===== config.mk =====
export PLATFORM = sky130hd
export DESIGN_NAME = ram_arbiter
export DESIGN_NICKNAME = d
export VERILOG_FILES = /design/src/rtl/ram_arbiter_pkg.sv /design/src/rtl/ram_arbiter_rr_pick2.sv /design/src/rtl/ram_arbiter.sv
export SDC_FILE = /design/constraint.sdc
export NUM_CORES = 1
export LEC_CHECK = 0
export CAP_MARGIN = 10
export CORE_ASPECT_RATIO = 1.5
export CORE_MARGIN = 2
export CORE_UTILIZATION = 40
export DETAILED_ROUTE_END_ITERATION = 10
export GPL_TIMING_DRIVEN = 0
export PLACE_DENSITY = 0.79
export SLEW_MARGIN = 20
export SYNTH_ARGS = -nofsm -noshare
export SYNTH_HDL_FRONTEND = slang
export SYNTH_HIERARCHICAL = 1
export SYNTH_SLANG_ARGS = --single-unit
export TNS_END_PERCENT = 50

===== constraint.sdc =====
create_clock -name clk -period 4.4 [get_ports clk]
set_clock_uncertainty 0.1 [all_clocks]
set_input_delay 0.88 -clock clk [delete_from_list [all_inputs] [get_ports clk]]
set_output_delay 0.88 -clock clk [all_outputs]
set_load 0.01 [all_outputs]

===== src/rtl/ram_arbiter_pkg.sv =====
// Shared definitions for the two-master SRAM arbiter: sequencer states and
// master index constants.
package ram_arbiter_pkg;

   // Sequencer states: sample requests, latch command, strobe the driver, acknowledge.
   typedef enum logic [1:0] {
      IDLE  = 2'd0,
      ISSUE = 2'd1,
      WAIT  = 2'd2,
      RESP  = 2'd3
   } state_t;

   // Master indices as seen on the owner output and in grant decisions.
   localparam logic M_IFETCH = 1'b0;
   localparam logic M_DATA   = 1'b1;

endpackage


===== src/rtl/ram_arbiter_rr_pick2.sv =====
// Two-way round-robin selector: a lone requester wins outright, and on a tie
// the master that did not hold the last grant wins.
module rr_pick2
   import ram_arbiter_pkg::*;
(
   input  logic req0,
   input  logic req1,
   input  logic last,
   output logic grant_valid,
   output logic grant_idx
);

   // Pick a winner from the current requests and the previous owner.
   always_comb begin
      grant_valid = req0 | req1;
      grant_idx   = M_IFETCH;
      if (req0 && req1) begin
         grant_idx = ~last;
      end else if (req1) begin
         grant_idx = M_DATA;
      end
   end

endmodule


===== src/rtl/ram_arbiter.sv =====
// Arbiter and sequencer sharing one SRAM driver command port between the
// instruction-fetch master and the data master, with completion timeout.
module ram_arbiter
   import ram_arbiter_pkg::*;
#(
   parameter int ADDR_WIDTH     = 21,
   parameter int DATA_WIDTH     = 32,
   parameter int TIMEOUT_CYCLES = 255
) (
   input  logic                  clk,
   input  logic                  rst,
   input  logic                  req0,
   input  logic                  req1,
   input  logic                  we0,
   input  logic                  we1,
   input  logic [ADDR_WIDTH-1:0] addr0,
   input  logic [ADDR_WIDTH-1:0] addr1,
   input  logic [DATA_WIDTH-1:0] wdata0,
   input  logic [DATA_WIDTH-1:0] wdata1,
   output logic                  ack0,
   output logic                  ack1,
   output logic                  err0,
   output logic                  err1,
   output logic [DATA_WIDTH-1:0] rdata,
   output logic                  mem_en,
   output logic                  mem_read,
   output logic                  mem_write,
   output logic [ADDR_WIDTH-1:0] mem_addr,
   output logic [DATA_WIDTH-1:0] mem_wdata,
   input  logic [DATA_WIDTH-1:0] mem_rdata,
   input  logic                  mem_read_ready,
   input  logic                  mem_write_done,
   output logic                  busy,
   output logic                  owner,
   output logic                  timeout_flag
);

   // Counter only needs to reach TIMEOUT_CYCLES-1 since the compare precedes the increment.
   localparam int              CNT_W    = (TIMEOUT_CYCLES > 2) ? $clog2(TIMEOUT_CYCLES) : 1;
   localparam logic [CNT_W-1:0] CNT_LAST = CNT_W'(TIMEOUT_CYCLES - 1);

   state_t                state_q, state_d;
   logic                  sel_q, sel_d;
   logic                  owner_q, owner_d;
   logic                  cmd_we_q, cmd_we_d;
   logic [ADDR_WIDTH-1:0] cmd_addr_q, cmd_addr_d;
   logic [DATA_WIDTH-1:0] cmd_wdata_q, cmd_wdata_d;
   logic [CNT_W-1:0]      cnt_q, cnt_d;
   logic [DATA_WIDTH-1:0] rdata_q, rdata_d;
   logic                  ack0_q, ack0_d;
   logic                  ack1_q, ack1_d;
   logic                  err0_q, err0_d;
   logic                  err1_q, err1_d;
   logic                  mem_en_q, mem_en_d;
   logic                  mem_read_q, mem_read_d;
   logic                  mem_write_q, mem_write_d;
   logic                  busy_q, busy_d;
   logic                  tflag_q, tflag_d;
   logic                  grant_valid;
   logic                  grant_idx;
   logic                  done;

   rr_pick2 u_pick (
      .req0        (req0),
      .req1        (req1),
      .last        (owner_q),
      .grant_valid (grant_valid),
      .grant_idx   (grant_idx)
   );

   // Next-state, command latch, timeout and registered-output decode.
   always_comb begin
      state_d     = state_q;
      sel_d       = sel_q;
      owner_d     = owner_q;
      cmd_we_d    = cmd_we_q;
      cmd_addr_d  = cmd_addr_q;
      cmd_wdata_d = cmd_wdata_q;
      cnt_d       = cnt_q;
      rdata_d     = rdata_q;
      tflag_d     = tflag_q;
      ack0_d      = 1'b0;
      ack1_d      = 1'b0;
      err0_d      = 1'b0;
      err1_d      = 1'b0;
      done        = cmd_we_q ? mem_write_done : mem_read_ready;

      case (state_q)
         IDLE: begin
            if (grant_valid) begin
               sel_d   = grant_idx;
               state_d = ISSUE;
            end
         end
         ISSUE: begin
            owner_d     = sel_q;
            cmd_we_d    = (sel_q == M_DATA) ? we1    : we0;
            cmd_addr_d  = (sel_q == M_DATA) ? addr1  : addr0;
            cmd_wdata_d = (sel_q == M_DATA) ? wdata1 : wdata0;
            cnt_d       = '0;
            state_d     = WAIT;
         end
         WAIT: begin
            if (done) begin
               if (!cmd_we_q) begin
                  rdata_d = mem_rdata;
               end
               ack0_d  = (owner_q == M_IFETCH);
               ack1_d  = (owner_q == M_DATA);
               state_d = RESP;
            end else if (cnt_q == CNT_LAST) begin
               rdata_d = '0;
               ack0_d  = (owner_q == M_IFETCH);
               ack1_d  = (owner_q == M_DATA);
               err0_d  = (owner_q == M_IFETCH);
               err1_d  = (owner_q == M_DATA);
               tflag_d = 1'b1;
               state_d = RESP;
            end else begin
               cnt_d = cnt_q + 1'b1;
            end
         end
         RESP: begin
            state_d = IDLE;
         end
         default: begin
            state_d = IDLE;
         end
      endcase

      mem_en_d    = (state_d == WAIT);
      mem_read_d  = mem_en_d & ~cmd_we_d;
      mem_write_d = mem_en_d & cmd_we_d;
      busy_d      = (state_d != IDLE);
   end

   // State and output registers; reset drops strobes immediately and cancels any ack.
   always_ff @(posedge clk or posedge rst) begin
      if (rst) begin
         state_q     <= IDLE;
         sel_q       <= M_IFETCH;
         owner_q     <= M_DATA;
         cmd_we_q    <= 1'b0;
         cmd_addr_q  <= '0;
         cmd_wdata_q <= '0;
         cnt_q       <= '0;
         rdata_q     <= '0;
         ack0_q      <= 1'b0;
         ack1_q      <= 1'b0;
         err0_q      <= 1'b0;
         err1_q      <= 1'b0;
         mem_en_q    <= 1'b0;
         mem_read_q  <= 1'b0;
         mem_write_q <= 1'b0;
         busy_q      <= 1'b0;
         tflag_q     <= 1'b0;
      end else begin
         state_q     <= state_d;
         sel_q       <= sel_d;
         owner_q     <= owner_d;
         cmd_we_q    <= cmd_we_d;
         cmd_addr_q  <= cmd_addr_d;
         cmd_wdata_q <= cmd_wdata_d;
         cnt_q       <= cnt_d;
         rdata_q     <= rdata_d;
         ack0_q      <= ack0_d;
         ack1_q      <= ack1_d;
         err0_q      <= err0_d;
         err1_q      <= err1_d;
         mem_en_q    <= mem_en_d;
         mem_read_q  <= mem_read_d;
         mem_write_q <= mem_write_d;
         busy_q      <= busy_d;
         tflag_q     <= tflag_d;
      end
   end

   assign ack0         = ack0_q;
   assign ack1         = ack1_q;
   assign err0         = err0_q;
   assign err1         = err1_q;
   assign rdata        = rdata_q;
   assign mem_en       = mem_en_q;
   assign mem_read     = mem_read_q;
   assign mem_write    = mem_write_q;
   assign mem_addr     = cmd_addr_q;
   assign mem_wdata    = cmd_wdata_q;
   assign busy         = busy_q;
   assign owner        = owner_q;
   assign timeout_flag = tflag_q;

endmodule


Figure 1. Layout detail.
The bar under the picture is 10 um long. Window x 32 to 62, y 55 to 85 um. Cells in gray, sequential cells in the stronger gray; small squares are vias.
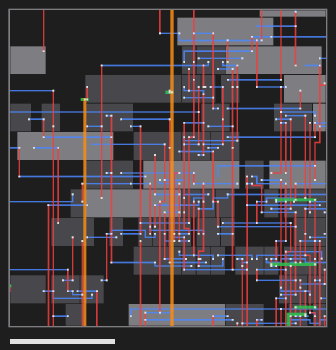
- metal 2: red
- metal 1: blue
- metal 4: orange
- metal 3: green
- sequential cells in the window: 7
- cells with their middle in the window: 55
- most frequent: dfrtp_1 (7)
- netlist names of flops here include: cnt_q (2), state_q (2)

Figure 2. The metal 1 layer.
Supply wires on this layer in gray.
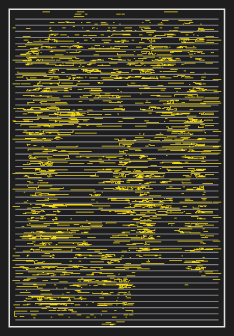
- share of all routed wire: 37%
- nets with wire on the layer: 739

Figure 3. Wiring by layer.
Only two layers are drawn.
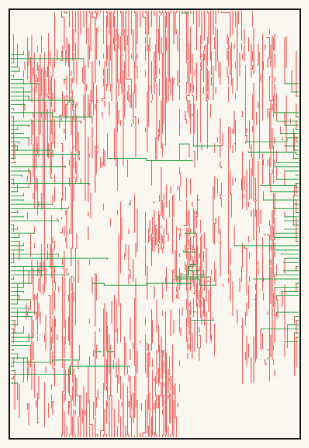
- metal 3: green (wire length 1030 um)
- metal 2: red (wire length 7510 um)

==> flow_metrics.env <==
# physical design summary
export IMPL_status="complete, no violations"
export IMPL_dr_pass1_iters=4
export IMPL_p_comb_share_pct=50.1
export IMPL_ios=241
export IMPL_layout_nets=877
export IMPL_fin_crit_sh_pct=56.4
export IMPL_overflow=0
export IMPL_ys_async_sr_fraction_pct=100
export IMPL_dp_cells=867
export IMPL_cts_setup_buffers=0
export IMPL_buffers=273
export IMPL_final_antenna_net_count=0
export IMPL_r2r_slack_ns=2.34
export IMPL_required_ns=3.42
export IMPL_cp_startpoint="owner"
export IMPL_die_area_sq_um=13300
export IMPL_holdPathEnd="timeout_flag"
export IMPL_syn_area_sq_um=4940
export IMPL_dp_hpwl_um=11000
export IMPL_tool_warnings=30
export IMPL_final_cell_mix="clkdlybuf4s50_1 (240), dfrtp_1 (106), nand2_1 (75)"
export IMPL_vias_per_cell=4.94
export IMPL_num_multi_input_gates=328
export IMPL_cts_root_buffer="clkbuf_16"
export IMPL_grtUsageTotal_pct=21.3
export IMPL_power_density_nw_per_um2=623
export IMPL_area_leaders="dfrtp_1 (54%), mux2i_1 (12%), nand2_1 (5.7%)"
export IMPL_clkPwrFrac_pct=15.7
export IMPL_setup_ws_ns=1.92
export IMPL_power_total_w=0.00489
export IMPL_synth_simple_area_share_pct=13.2
export IMPL_fp_coreArea_sq_um=12000
export IMPL_crit_path_end="owner"
export IMPL_top_cell_area_share_pct=53.7
export IMPL_comb_share_pct=26.0
export IMPL_stdcell_count=883
export IMPL_drive_gt1_share_pct=9.18
export IMPL_yosysCellCount=473
export IMPL_hold_buffers=0
export IMPL_ir_drop_v=0.000329
export IMPL_gp_congestion=0.899
export IMPL_worstHoldStart="timeout_flag"
export IMPL_edf_count=0
export IMPL_avgSynthCellArea_sq_um=10.4
export IMPL_p_sw_w=0.00181
export IMPL_grt_max_degree=55
export IMPL_htree_levels=3
export IMPL_ys_seq_share_pct=54.3
export IMPL_ys_sh_xor_pct=0
export IMPL_drc=0
export IMPL_cts_tree="built"
export IMPL_slew_headroom_pct=65.0
export IMPL_crit_family="flip-flops"
export IMPL_tap_cells=153
export IMPL_netlist_instances=473
export IMPL_antenna_cells=0
export IMPL_synth_flops=107
export IMPL_cts_buffer_depth=2
export IMPL_place_ws_ns=1.84
export IMPL_internal_power_w=0.00308
export IMPL_inverters=6
export IMPL_maxPowerGroup="combinational cells"
export IMPL_synthAdderAreaFrac_pct=1.52
export IMPL_most_common_cell="dfrtp_1"
export IMPL_final_clk_cell_share_pct=3.60
export IMPL_grt_pass1_wl_um=22400
export IMPL_top_area_cell="dfrtp_1"
export IMPL_num_vias=4366
export IMPL_hp_class="reg2reg"
export IMPL_crit_chain="clkdlybuf4s50_1"
export IMPL_fmax_ghz=0.403
export IMPL_final_nonclk_buf_share_pct=33.4
export IMPL_mostFrequentLayoutCell="clkdlybuf4s50_1"
export IMPL_timing_critical_path_buf_inv=1
export IMPL_dominant_cells="sequential cells"
export IMPL_worstPathArrival_ns=1.50
export IMPL_clk_pin_slew_ns=0.07
export IMPL_antenna_found_initial=0
export IMPL_cp_depth=1
export IMPL_leakage_nw=3.38
export IMPL_ys_area_sq_um=4940
export IMPL_fillers=953
export IMPL_drv_cap=0
export IMPL_worstSetupStartpointType="flop"
export IMPL_reg2regPathDepth=8
export IMPL_grt_pass1_vias=4624
export IMPL_die_width_um=94.7
export IMPL_fp_row_count=49
export IMPL_power_frac_seq_pct=34.2
export IMPL_setup_viol=0
export IMPL_end_kind="primary output"
export IMPL_die_height_um=140
export IMPL_sh_seq_area_pct=34.1
export IMPL_rsz0062_at_grt="no"
export IMPL_hold_depth=1
export IMPL_fp_nets=625
export IMPL_initial_utilization_pct=41.1
export IMPL_switching_share_pct=37.0
export IMPL_yosys_warnings=6
export IMPL_clock_sinks=107
export IMPL_synthFlopType="dfrtp_1"
export IMPL_mux_area_share_pct=13.1
export IMPL_slew_viol_final=0
export IMPL_holdWs_ns=0.371
export IMPL_wl_per_cell_um=15.7
export IMPL_regToRegStartpoint="state_q[0]"
export IMPL_area_growth_syn_to_layout_pct=58.9
export IMPL_max_stage_delay_ns=0.59
export IMPL_finalWirelength_um=13900
export IMPL_reg2reg_to="rdata[18]"
Figure 4. Clock wiring as the flow saved it.
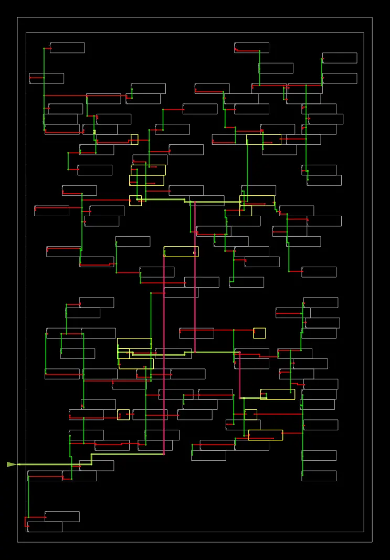
P_clk: 0.000767 W
Flop Count: 107
clock latency at the later pin of the worst-skew pair: 0.34 ns
clock buffer count from CTS: 9

Figure 5. Signal wires on met4.
Supply wires on this layer in gray.
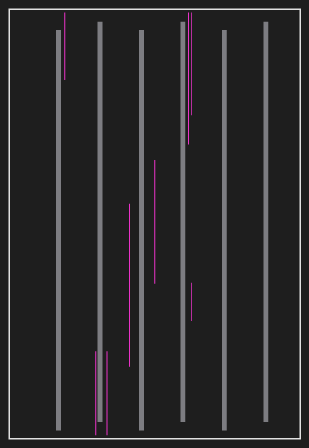
- wire length on this layer: 258 um
- main direction: vertical
- share of all routed wire: 1.9%

-- per-layer routing --
metal	up-vias	global-route usage, %	share of wire, %
met5	-	0	0
met4	0	6.41	1.9
li1	2114	-	-
met1	2058	23.8	37
met2	177	38.8	54
met3	17	5.38	7.4
-- stage by stage --
step | area (sq um) | setup TNS, ns | utilization, %
after floorplan | 4940 | 0 | -
after global routing | 7850 | 0 | 65.3
after global placement | 7530 | -90.20 | 62.7
final | 7850 | 0 | 65.3
after detailed placement | 7560 | 0 | 62.9
after CTS | 7850 | 0 | 65.3
-- state kept, by name (all words and copies together), names as in the netlist, 2 cells and up --
| register | count |
|---|---|
| rdata | 32 |
| cnt_q | 8 |
| mem_addr | 21 |
| mem_wdata | 32 |
| state_q | 2 |
Power and IR drop assume default switching activity.
